[src/rtl/mem_arbiter.sv]
// Shared RAM port arbiter: data accesses win, and a starvation counter
// forces a pending instruction fetch ahead after STARVE_LIMIT data grants.
module mem_arbiter #(
    parameter int STARVE_LIMIT = 4,
    parameter int CNT_W        = 4
) (
    input  logic        CLK,
    input  logic        nRST,
    input  logic        iREN,
    input  logic [31:0] iaddr,
    output logic        iwait,
    output logic [31:0] iload,
    input  logic        dREN,
    input  logic        dWEN,
    input  logic [31:0] daddr,
    input  logic [31:0] dstore,
    output logic        dwait,
    output logic [31:0] dload,
    output logic        ramREN,
    output logic        ramWEN,
    output logic [31:0] ramaddr,
    output logic [31:0] ramstore,
    input  logic [31:0] ramload,
    input  logic [1:0]  ramstate
);

    typedef enum logic [1:0] {
        IDLE   = 2'd0,
        DGRANT = 2'd1,
        IGRANT = 2'd2
    } state_t;

    localparam logic [1:0]       ACCESS = 2'd2;
    localparam logic [CNT_W-1:0] LIMIT  = CNT_W'(STARVE_LIMIT);

    state_t           state;
    state_t           next;
    logic [CNT_W-1:0] scnt;
    logic             dreq;
    logic             ddone;
    logic             idone;

    // Completion needs a live request; a reset-in-progress never completes.
    assign dreq  = dREN | dWEN;
    assign ddone = (state == DGRANT) && dreq && (ramstate == ACCESS) && nRST;
    assign idone = (state == IGRANT) && iREN && (ramstate == ACCESS) && nRST;

    always_comb begin
        next = state;
        unique case (state)
            IDLE: begin
                if (iREN && (scnt == LIMIT)) next = IGRANT;
                else if (dreq)               next = DGRANT;
                else if (iREN)               next = IGRANT;
                else                         next = IDLE;
            end
            DGRANT:  if (ddone || !dreq) next = IDLE;
            IGRANT:  if (idone || !iREN) next = IDLE;
            default: next = IDLE;
        endcase
    end

    always_ff @(posedge CLK) begin
        if (!nRST) begin
            state <= IDLE;
            scnt  <= '0;
        end else begin
            state <= next;
            if (idone)
                scnt <= '0;
            else if (ddone && iREN) begin
                if (scnt != LIMIT) scnt <= scnt + 1'b1;
            end else if ((state == IDLE) && !iREN)
                scnt <= '0;
        end
    end

    always_comb begin
        ramREN   = 1'b0;
        ramWEN   = 1'b0;
        ramaddr  = '0;
        ramstore = '0;
        iwait    = 1'b1;
        dwait    = 1'b1;
        iload    = '0;
        dload    = '0;
        unique case (state)
            DGRANT: begin
                ramaddr  = daddr;
                ramWEN   = dWEN;
                ramREN   = dREN & ~dWEN;
                ramstore = dstore;
                if (ddone) begin
                    dwait = 1'b0;
                    dload = dWEN ? 32'h0 : ramload;
                end
            end
            IGRANT: begin
                ramaddr = iaddr;
                ramREN  = iREN;
                if (idone) begin
                    iwait = 1'b0;
                    iload = ramload;
                end
            end
            default: ;
        endcase
    end

endmodule

[config.mk]
export PLATFORM = sky130hd
export DESIGN_NAME = mem_arbiter
export DESIGN_NICKNAME = d
export VERILOG_FILES = /design/src/rtl/mem_arbiter.sv
export SDC_FILE = /design/constraint.sdc
export NUM_CORES = 1
export LEC_CHECK = 0
export CORE_AREA = 2 2 104 106
export DETAILED_ROUTE_END_ITERATION = 7
export DIE_AREA = 0 0 106 108
export GPL_TIMING_DRIVEN = 0
export MAX_ROUTING_LAYER = met4
export PLACE_DENSITY = 0.62
export SYNTH_ARGS = -nofsm -noshare
export SYNTH_HDL_FRONTEND = slang
export SYNTH_SLANG_ARGS = --single-unit
[constraint.sdc]
create_clock -name CLK -period 1.5 [get_ports CLK]
set_clock_uncertainty 0.05 [all_clocks]
set_input_delay 0.3 -clock CLK [delete_from_list [all_inputs] [get_ports CLK]]
set_output_delay 0.3 -clock CLK [all_outputs]
set_load 0.01 [all_outputs]
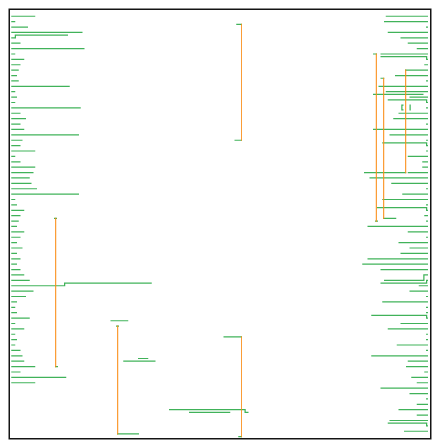
Run 1: routed metal, one colour a layer
Two of the layers only.
legend:
  orange:
    layer: M4
    wire_length: 222 um
  green:
    layer: M3
    wire_length: 895 um
drt wl/cell: 16.4 um
routed via count: 3005
GRT Resource Usage Total: 18.4%

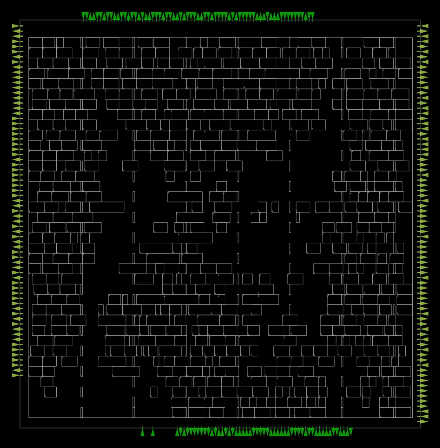
Run 1: cell placement
row count: 37
Final Util: 56.2%
flop share of the area: 2.22%

==> impl_metrics.json, run 1 <==
{
  "fp_util_pct": 15.6,
  "syn_area_per_cell_sq_um": 6.74,
  "logic_area_sq_um": 1930,
  "p_total_mw": 2.06,
  "worst_slew_pin_slew_ps": 469,
  "most_common_cell": "and2_1",
  "syn_area_sq_um": 1600,
  "rsz0062_at_grt": "yes",
  "slew_headroom_pct": 68.5,
  "cts_buffer_depth": 2,
  "worst_setup_path_start_kind": "flip-flop",
  "yosys_warnings": 0,
  "ys_seq_share_pct": 7.52,
  "warnings": 32,
  "dp_slack_ps": -1190,
  "core_area_sq_um": 10200,
  "violations": "setup timing",
  "flop_area_sq_um": 128,
  "grt_pass1_vias": 3167,
  "finalClockPeriodUsage_pct": 132,
  "layout_min_cycle_time_ps": 1970,
  "drtPass1Iterations": 4,
  "drive_gt1_share_pct": 63.3,
  "ys_ff": 6,
  "dp_hpwl_um": 8520,
  "ir_drop_uv": 241,
  "power_density_nw_per_um2": 358,
  "synth_cell_types": 31,
  "hold_class": "input pin to flip-flop",
  "endpoint_kind": "output pin",
  "drt_wl_total_um": 11400,
  "area_delta_synth_final_pct": 260,
  "gp_congestion": 0.805,
  "grt_pass1_wl_um": 16400,
  "cts_tree": "done",
  "power.leakage_nw": 2.53,
  "clkLatencyLatePin_ps": 220,
  "grt_overflow": 0,
  "status": "finished, violations left",
  "cts.sinks": 6,
  "crit_fanout": 7,
  "n_fill_cell": 942,
  "setup_violations": 138,
  "cp.required_ps": 1150,
  "fin_ws_ps": -474,
  "htree_levels": 1,
  "top_area_share_pct": 38.0,
  "synth_cells": 237,
  "fmax_mhz": 507,
  "post-route-drc-count": 0,
  "worst-setup-path-type": "flip-flop to output pin",
  "chipHeight_um": 108
}
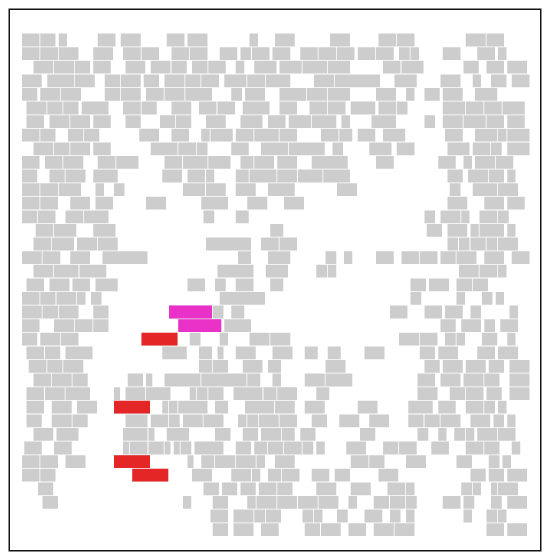
Run 1: sequential cells coloured by netlist name
legend:
  red:
    netlist_name: scnt
    sequential_cells: 4
    where: lower left
  magenta:
    netlist_name: state
    sequential_cells: 2

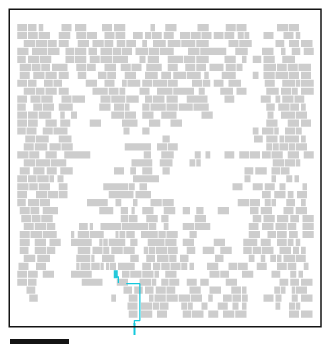
Run 1: nets reached from selected ports
Bar = 20 um.
legend:
  cyan:
    port: dwait
    bits: 1
    direction: output
    edge: bottom
    end_cells: 1
    wire: 23.3 um
IO Count: 267
IO Port Bufs: 266

## run 1: metrics by stage
step	hold WS [ps]	setup TNS [ps]	area, sq um
finish	333	-47620	5750
CTS	448	-53360	5320
global placement	419	-116390	4570
floorplan	378	-15.2	1740
global route	341	-56690	5750
detailed placement	437	-120520	4570
## run 1: final cells by class
type | instances | area share (%)
repair buffers | 326 | 55.9
multi-input cells | 203 | 33.6
clock buffers | 3 | 0.718
plain buffers | 15 | 3.96
flip-flops and latches | 6 | 2.22
diodes | 1 | 0.0435
inverters | 8 | 0.609
well taps | 136 | 2.96
## run 1: kinds of logic after synthesis
logic type,share of synthesized area [%]
fa+ha+maj,3.92
flops,7.52
compound gates,20.7
buf+inv,7.05
mux,1.33
simple gates,59.5
## run 1: power breakdown
part,switching [mW],internal [mW]
logic,0.578,1.08
registers,0.00778,0.165
clock network,0.0590,0.171
## run 1: metal layers
layer  vias to the layer above  part of all wire, %  GRT usage (%)
li1                       1445                    -              -
met1                      1371                   34           17.7
met2                       175                   57           37.3
met3                        14                  7.8           3.38
met4                         0                  1.9           5.26
met5                         -                    0              -
## run 1: layout by cell type (no fill, tap or decap), types with 2 or more instances in the layout
| master | n |
|---|---|
| a22oi_2 | 31 |
| and2_1 | 25 |
| and2_4 | 72 |
| buf_12 | 3 |
| buf_2 | 42 |
| buf_4 | 15 |
| buf_6 | 130 |
| buf_8 | 14 |
| clkbuf_16 | 2 |
| clkbuf_2 | 3 |
| clkbuf_8 | 4 |
| clkdlybuf4s50_1 | 128 |
| dfxtp_1 | 4 |
| dfxtp_4 | 2 |
| dlygate4sd2_1 | 3 |
| ha_1 | 2 |
| ha_4 | 3 |
| inv_1 | 5 |
| inv_4 | 2 |
| nand2_1 | 3 |
| nand3b_1 | 2 |
| nand4b_1 | 2 |
| nor2_1 | 2 |
| nor2_4 | 3 |
| nor2b_1 | 16 |
| nor2b_2 | 4 |
| nor2b_4 | 14 |
## run 1: registers in the layout, indices dropped and copies added, names as in the netlist
| signal | count |
|---|---|
| scnt | 4 |
| state | 2 |
## run 1: path summary, 6_finish.rpt
path	from	to	slack (ps)	cells after the start
hold / removal	nRST	state[0]$_SDFFE_PN0P_	330	2
hold reg to reg	scnt[1]$_SDFFE_PP0P_	scnt[1]$_SDFFE_PP0P_	450	2
setup / recovery	state[1]$_SDFFE_PN0P_	ramaddr[14]	-470	9
setup reg to reg	state[1]$_SDFFE_PN0P_	scnt[2]$_SDFFE_PP0P_	-150	8
## run 1: repair_timing
action / in CTS / in global routing
gates cloned: 10 / 1
hold buffers: 0 / 0
buffers inserted: 40 / 15
endpoints found under the setup margin: 137 / 138
pin swaps: 23 / 24
gates resized: 748 / 123
## run 1: critical path: stages (launching register included)
cell	delay [ps]
dfxtp_4	360
inv_4	40
ha_4	170
buf_8	140
buf_8	130
buf_6	130
buf_6	110
a22oi_2	110
nor2b_1	60
buf_2	150
==> inputs of run 2 (changes only) <==
--- a/config.mk
+++ b/config.mk
@@ -11,6 +11,7 @@
 export GPL_TIMING_DRIVEN = 0
 export MAX_ROUTING_LAYER = met4
 export PLACE_DENSITY = 0.62
+export SLEW_MARGIN = 10
 export SYNTH_ARGS = -nofsm -noshare
 export SYNTH_HDL_FRONTEND = slang
 export SYNTH_SLANG_ARGS = --single-unit
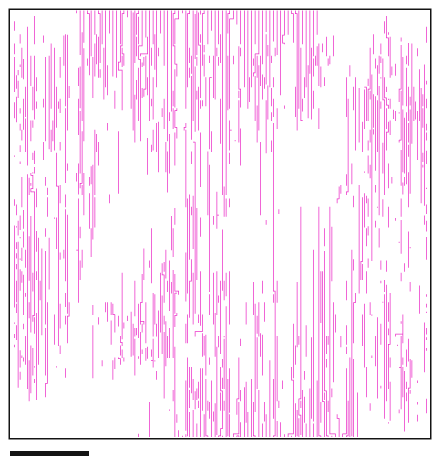
Run 2: the metal 2 layer
Bar = 20 um.
share of all routed wire: 57%
wire length on this layer: 6470 um
nets with wire on the layer: 637
main direction: vertical
met2 GRT Util: 37.3%
Routed WL: 11400 um

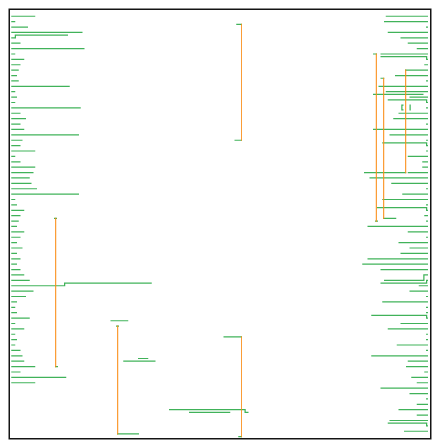
Run 2: routed metal, one colour a layer
Two of the layers only.
legend:
  green:
    layer: M3
    wire_length: 895 um
  orange:
    layer: M4
    wire_length: 222 um

==> impl_metrics.json, run 2 <==
{
  "fin_util_pct": 56.2,
  "worst_slew_pin_slew_ps": 469,
  "cp_top_family": "buffers and inverters",
  "gp_congestion": 0.805,
  "ys_area_sq_um": 1600,
  "postRouteAntennaNets": 0,
  "die-area_sq_um": 11400,
  "clkLatencyLatePin_ps": 220,
  "grt_pass1_wl_um": 16400,
  "htree_levels": 1,
  "rsz0062_at_grt": "yes",
  "nets": 703,
  "largest_register": "scnt",
  "slew_headroom_pct": 68.5,
  "worst-setup-path-type": "flip-flop to output pin",
  "largestRegisters": "scnt (4), state (2)",
  "grt_antenna_before_repair": 1,
  "cts_buffer_depth": 2,
  "synth-edff-count": 0,
  "area_delta_synth_final_pct": 260,
  "hold_viol_final": 0,
  "crit_buf_inv": 6,
  "reg2reg_slack_ps": -150,
  "core_area_sq_um": 10200,
  "yosys_warnings": 0,
  "ios": 267,
  "grt_pass1_vias": 3167,
  "largest_register_ffs": 4,
  "drtPass1Iterations": 4,
  "slew_viol_final": 0,
  "cp.required_ps": 1150,
  "crit_chain": "inv_4 -> ha_4 -> buf_8 -> buf_8 -> buf_6 -> buf_6 -> a22oi_2 -> nor2b_1 -> buf_2",
  "drive_gt1_share_pct": 63.3,
  "crit_fanout": 7,
  "synth.net_count": 377,
  "vias": 3005,
  "violations": "setup timing",
  "whs_ps": 333,
  "fin_ws_ps": -474,
  "setup_violations": 138,
  "die_w_um": 106,
  "cap_viol_max_count": 0,
  "chipHeight_um": 108,
  "yosys-stat-cells": 237,
  "lay_top_cells": "buf_6 (130), clkdlybuf4s50_1 (128), and2_4 (72), buf_2 (42), a22oi_2 (31)",
  "power.leakage_nw": 2.53,
  "post-route-drc-count": 0,
  "crit_path_top_delay_cell": "dfxtp_4",
  "fp_util_pct": 15.6,
  "clockRootBuffer": "clkbuf_8",
  "final_common_cell": "buf_6",
  "slowest_delay_ps": 360,
  "hold_class": "input pin to flip-flop",
  "finalClockPeriodUsage_pct": 132,
  "most_common_cell": "and2_1",
  "synth.largest_area_cell": "and2_1",
  "ys_ff": 6,
  "first_iter_violations": 91,
  "yosys-top-cells-area": "and2_1 (38%), a22oi_1 (15%), nor2b_1 (13%)",
  "grt_max_degree": 11,
  "grt_overflow": 0,
  "dp_hpwl_um": 8520,
  "wl_per_cell_um": 16.4,
  "syn_area_sq_um": 1600,
  "ys_seq_share_pct": 7.52,
  "fmax_mhz": 507,
  "status": "finished, violations left",
  "layout_min_cycle_time_ps": 1970,
  "syn_area_per_cell_sq_um": 6.74,
  "power_density_nw_per_um2": 358,
  "ctsHoldBuffers": 0,
  "synthTopCellsByCount": "and2_1 (97), nor2b_1 (34), a22oi_1 (32)",
  "io_buffer_count": 266,
  "rows": 37,
  "grt.total_usage_pct": 18.4,
  "instances_no_fill": 698,
  "synth_cell_types": 31,
  "dpl.cell_count": 639,
  "warnings": 32,
  "cts.sinks": 6,
  "ir_drop_uv": 241,
  "cts_buffers": 3,
  "top_area_share_pct": 38.0,
  "async_flop_share_pct": 0,
  "worst_setup_path_start_kind": "flip-flop",
  "cts_tree": "done",
  "endpoint_kind": "output pin",
  "synth_cells": 237
}
run 2: logic make-up after synthesis:
family / after synthesis / share of synthesized area, %
mux: 2 / 1.33
fa+ha+maj: 5 / 3.92
simple gates: 151 / 59.5
compound gates: 45 / 20.7
flops: 6 / 7.52
buf+inv: 28 / 7.05
run 2: through the flow:
step           power, mW  setup WS, ps  area, sq um  TNS (ps)
2_1_floorplan      0.532        -0.530         1740     -15.2
3_3_place_gp        1.19         -1170         4570   -116390
3_5_place_dp        1.21         -1190         4570   -120520
4_1_cts             1.85          -541         5320    -53360
5_1_grt             2.17          -544         5750    -56690
6_report            2.06          -474         5750    -47620
run 2: worst reg2reg max path, cell delays in order, from the launching register on:
cell and delay (ps):
dfxtp_4 360, inv_4 40, ha_4 170, buf_4 130, buf_6 110, o21a_1 120
and4_4 210, a2111o_1 350, nand2_1 50
run 2: timing repair:
action,4_1_cts,5_1_grt
setup endpoints to repair,137,138
pin swaps,23,24
resized,748,123
setup buffers,40,15
cloned,10,1
run 2: worst paths after layout:
path	startpoint	endpoint	cells after the start
max	state[1]$_SDFFE_PN0P_	ramaddr[14]	9
min	nRST	state[0]$_SDFFE_PN0P_	2
max reg2reg	state[1]$_SDFFE_PN0P_	scnt[2]$_SDFFE_PP0P_	8
min reg2reg	scnt[1]$_SDFFE_PP0P_	scnt[1]$_SDFFE_PP0P_	2
run 2: power by group:
group | switching [mW] | internal, mW
clock | 0.0590 | 0.171
sequential | 0.00778 | 0.165
combinational | 0.578 | 1.08
total | 0.645 | 1.41
run 2: final cells by class:
cell class / instances / area, sq um
timing repair buffer: 326 / 3220
tap: 136 / 170
inverter: 8 / 35.0
sequential: 6 / 128
antenna: 1 / 2.50
buffer: 15 / 228
multi-input combinational: 203 / 1930
fill: 942 / 4480
clock buffer: 3 / 41.3
run 2: per-layer routing:
metal  vias up  GRT usage [%]  wire length [um]
li1       1445              -                 -
met1      1371           17.7              3850
met2       175           37.3              6470
met5         -              -                 0
met4         0           5.26               222
met3        14           3.38               894
No activity file was given, so power comes from the tool's default toggle rates.
